Design dma_burst_ctrl, sky130hd; sources not shown.
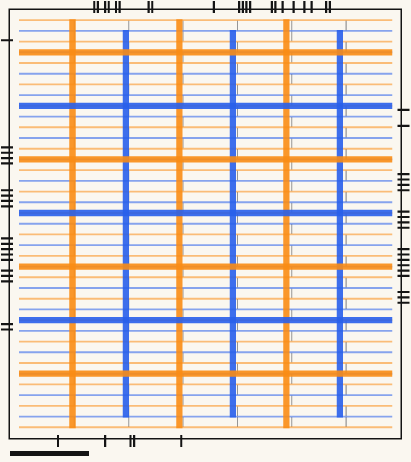
Figure 1: run 1, floorplan with the power grid.
Bar = 20 um. Pins as bars on the die edge. Tap cells in grey.
[orange] VSS
[blue] VDD
rows: 38
met5 straps: 7
highest ir drop seen on vdd: 0.000415 V
die boundary height: 109 um
core area: 9790 um^2
die span in x: 99.1 um

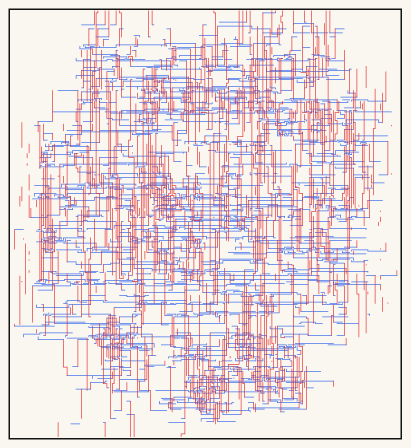
Figure 2: run 1, signal wires by layer.
Two of the layers only.
[blue] met1 | wire length: 5,140 um
[red] met2 | wire length: 5,650 um
overall fraction of global-route tracks in use: 0.225
drt total wl: 11,500 um
wire per inst: 15.0 um
DR vias: 4,229

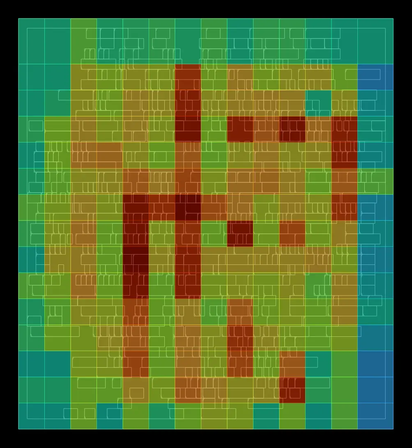
Figure 3: run 1, routing congestion map.
met3 demand-to-capacity share in global routing: 0.0449
Final Core Density: 0.620
most used routing layer: met2
global-route track usage on met2: 0.382
GR Layer Usage met1: 0.291

==> Slide: Implementation Results, run 1 <==
Synthesis and Place & Route Summary

Logic synthesis
  – Post-Syn Nets: 619
  – Async set-reset flop share out of synthesis: 1.00
  – Synth Flop Type: sky130_fd_sc_hd__dfrtp_1
  – Synth cell types: 46
  – XOR Share, Synth: 0.0739
  – Compound Share, Synth: 0.111
  – Top cell type by instance count after synthesis: sky130_fd_sc_hd__nand2_1
  – Main logic family: simple AND/OR/NAND/NOR gates
  – Leading post-synthesis cells by instance count: sky130_fd_sc_hd__nand2_1, sky130_fd_sc_hd__dfrtp_1, sky130_fd_sc_hd__o21ai_0
  – Sequential fraction of the synthesis area: 0.478
  – MUX area fraction: 0.00603
  – Number of synthesized flops with an enable pin: 0
  – Flops after synth: 95
  – YS warnings: 0

Timing
  – Setup repair after global routing missed its margin: yes
  – Fmax achieved: 392 MHz
  – Hold slack: 0.208 ns
  – Final TNS setup: 0 ns
  – Post-route minimum period: 2.55 ns
  – Final Max Tran Viols: 0
  – Final hold violations: 0
  – Tightest Pin Transition: 0.563 ns
  – Slew Limit Headroom: 0.625
  – Final worst-path cycle share: 0.958

Critical path
  – Worst Setup End Kind: flop
  – Count of buffering cells on the critical path with inverters included: 4
  – Highest net fanout along the worst path: 10
  – Critical-path cell with the highest stage delay: sky130_fd_sc_hd__or4_4
  – Critical path class: flop to flop
  – Biggest cell delay along the critical path: 0.46 ns

GRT
  – Number of global-route vias before repair: 4,200
  – Maximum number of pins on one net before global-route repair: 44
  – Antenna violations before repair: 0

Routing
  – Starting DRT DRC Count: 323
  – Length of routed met2 wiring: 5650 um
  – Via-to-Cell Ratio: 5.49
  – Detailed-routing wirelength on met1: 5140 um
  – Topmost layer with routed signal wires: met4

Layout
  – Sequential share of cell area: 0.392
  – Non-Filler Instances: 770
  – Total area of multi-input combinational cells: 2470 um^2
  – Nets: 701
  – Diode count: 0
  – Proportion of layout cells with a drive suffix above 1: 0.0646
  – Number of signal-net inverters in the final layout: 15
  – Combined flip-flop and latch cell area: 2380 um^2
  – Clock buf count: 14
  – Final instance area: 6080 um^2
  – Flip-flops: 95
  – Area grow syn2layout: 22.0%

Run status
  – Status: completed

Place
  – HPWL reported at the end of detailed placement: 8520 um
  – Worst setup slack after placement: -0.268 ns
  – Placed cell count: 748
  – Number of port buffers: 63
  – Post-DP Area: 5800 um^2

Die
  – Starting Density: 0.508

Pwr
  – Leakage Power: 0.00271 uW
  – Combinational share of power: 0.366
  – Internal power: 3110 uW
  – Power in sequential cells: 2140 uW
  – Dominant power group: registers
  – Total power per unit cell area: 797 nW/um^2
  – Clock-net power: 931 uW
  – Clock Power Share: 0.192

Job
  – Max-capacitance violation count: 0

CTS
  – CTS Root Cell: sky130_fd_sc_hd__clkbuf_8
  – Clock-pin slew of the registers on the worst-case setup and hold paths: 0.08 ns
  – TritonCTS clock tree: built
  – Number of buffers created by CTS: 9
  – Bufs on Longest Clock Path: 2
Figure 4. M4 wires (run 1).
Cells faint in the background.
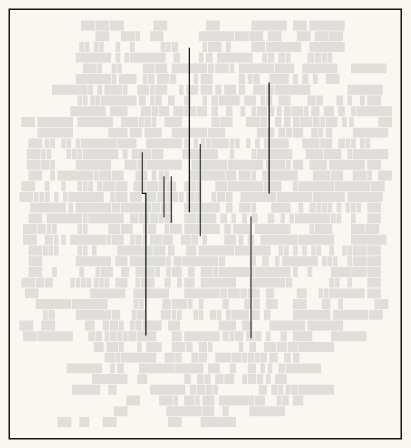

==> run 1 -> run 2 <==
--- a/config.mk
+++ b/config.mk
@@ -5,9 +5,10 @@
 export SDC_FILE = /design/constraint.sdc
 export NUM_CORES = 1
 export LEC_CHECK = 0
+export ABC_AREA = 1
 export CORE_ASPECT_RATIO = 1.1
 export CORE_MARGIN = 2
-export CORE_UTILIZATION = 50
+export CORE_UTILIZATION = 51
 export CTS_CLUSTER_SIZE = 24
 export DETAILED_ROUTE_END_ITERATION = 12
 export GPL_TIMING_DRIVEN = 0
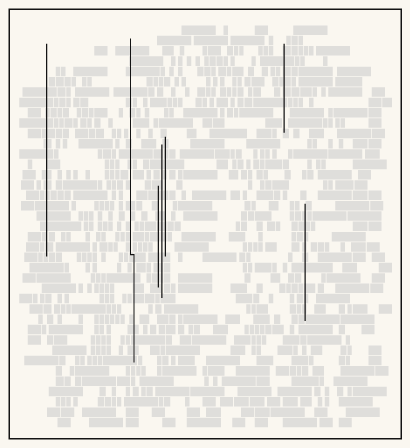
Figure 5: run 2, M4 wires.
Cells faint in the background.
longest straight run: 56.8 um
main direction: vertical
DR vias: 4,802
drt total wl: 12,800 um

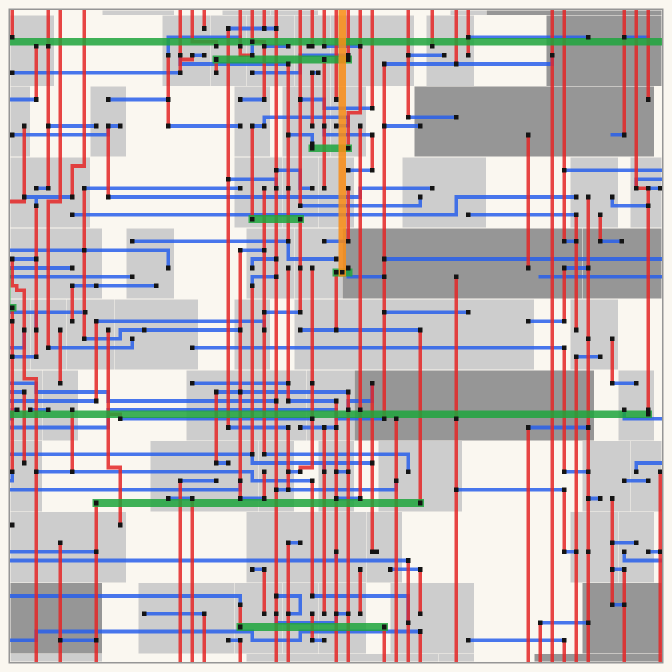
Figure 6: run 2, zoomed window.
Window x 65 to 90, y 16 to 41 um. Cells in grey, sequential cells in the stronger grey; small squares are vias.
[orange] met4
[green] met3
[blue] met1
[red] met2
most frequent: nand2_1 (15), a21oi_1 (6), o21ai_0 (5)
sequential cells in the window: 3
cells with their middle in the window: 54

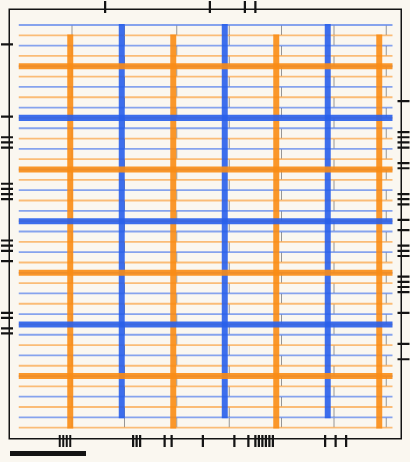
Figure 7: run 2, floorplan with the power grid.
Bar = 20 um. Pins as bars on the die edge. Tap cells in grey.
[blue] VDD
[orange] VSS
met4 straps: 7
met1 rails: 40
signal pins: 64
rows: 39
highest ir drop seen on vdd: 0.000442 V
die span in x: 103 um

==> Slide: Implementation Results, run 2 <==
Synthesis and Place & Route Summary

Place
  – Number of port buffers: 63 (unchanged)
  – Post-DP Area: 6340 um^2 (+9.3%)
  – Placed cell count: 921 (+23%)
  – HPWL reported at the end of detailed placement: 9860 um (+16%)

Layout
  – Sequential share of cell area: 0.359 (-0.0324)
  – Total area of multi-input combinational cells: 2640 um^2 (+6.8%)
  – Nets: 845 (+21%)
  – Diode count: 0 (unchanged)
  – Clock buf count: 10 (-4)
  – Non-Filler Instances: 933 (+21%)
  – Number of signal-net inverters in the final layout: 91 (+76)
  – Combined flip-flop and latch cell area: 2380 um^2 (-0.11%)
  – Final Core Density: 0.634 (+0.0134)
  – Final instance area: 6620 um^2 (+8.9%)

Die
  – Core area: 10,400 um^2 (+6.6%)
  – Starting Density: 0.525 (+0.0167)

Pwr
  – Power in sequential cells: 2210 uW (+3%)
  – Internal power: 3590 uW (+16%)
  – Clock-net power: 1260 uW (+35%)
  – Leakage Power: 0.00331 uW (+22%)
  – Total power per unit cell area: 850 nW/um^2 (+6.6%)
  – Clock Power Share: 0.224 (+0.032)

Routing
  – Wire per inst: 13.7 um (-8.6%)
  – Length of routed met2 wiring: 6080 um (+7.7%)
  – Topmost layer with routed signal wires: met4

Timing
  – Hold slack: 0.359 ns (+0.150 ns)
  – Post-route minimum period: 2.10 ns (-0.451 ns)
  – Final Max Tran Viols: 0 (unchanged)
  – Slew Limit Headroom: 0.546 (-0.0790)
  – Final worst-path cycle share: 0.789 (-0.170)
  – Setup repair after global routing missed its margin: no
  – Final hold violations: 0 (unchanged)
  – Tightest Pin Transition: 0.680 ns (+0.117 ns)

GRT
  – Most used routing layer: met2
  – Antenna violations before repair: 0 (unchanged)
  – Number of global-route vias before repair: 4,645 (+11%)
  – Met3 demand-to-capacity share in global routing: 0.0451 (+0.000218)

Critical path
  – Count of buffering cells on the critical path with inverters included: 0 (-4)
  – Critical path class: flop to flop
  – Critical-path cell with the highest stage delay: sky130_fd_sc_hd__fa_1
  – Biggest cell delay along the critical path: 0.45 ns (about the same)
  – Worst Setup End Kind: flop

Logic synthesis
  – Async set-reset flop share out of synthesis: 1.00 (unchanged)
  – Compound Share, Synth: 0.0678 (-0.0436)
  – Leading post-synthesis cells by instance count: sky130_fd_sc_hd__nand2_1, sky130_fd_sc_hd__dfrtp_1, sky130_fd_sc_hd__inv_1
  – Synth cell types: 31 (-33%)
  – Post-Syn Nets: 769 (+24%)
  – XOR Share, Synth: 0.0463 (-0.0276)
  – Number of synthesized flops with an enable pin: 0 (unchanged)
  – MUX area fraction: 0.0329 (+0.0268)
  – Main logic family: simple AND/OR/NAND/NOR gates
  – YS warnings: 0 (unchanged)
  – Sequential fraction of the synthesis area: 0.434 (-0.0439)

CTS
  – Number of buffers created by CTS: 9 (unchanged)
  – Clock-pin slew of the registers on the worst-case setup and hold paths: 0.06 ns (-0.02 ns)

Run status
  – Status: completed
Power figures rest on the tool's default switching activity, not on a simulated workload.
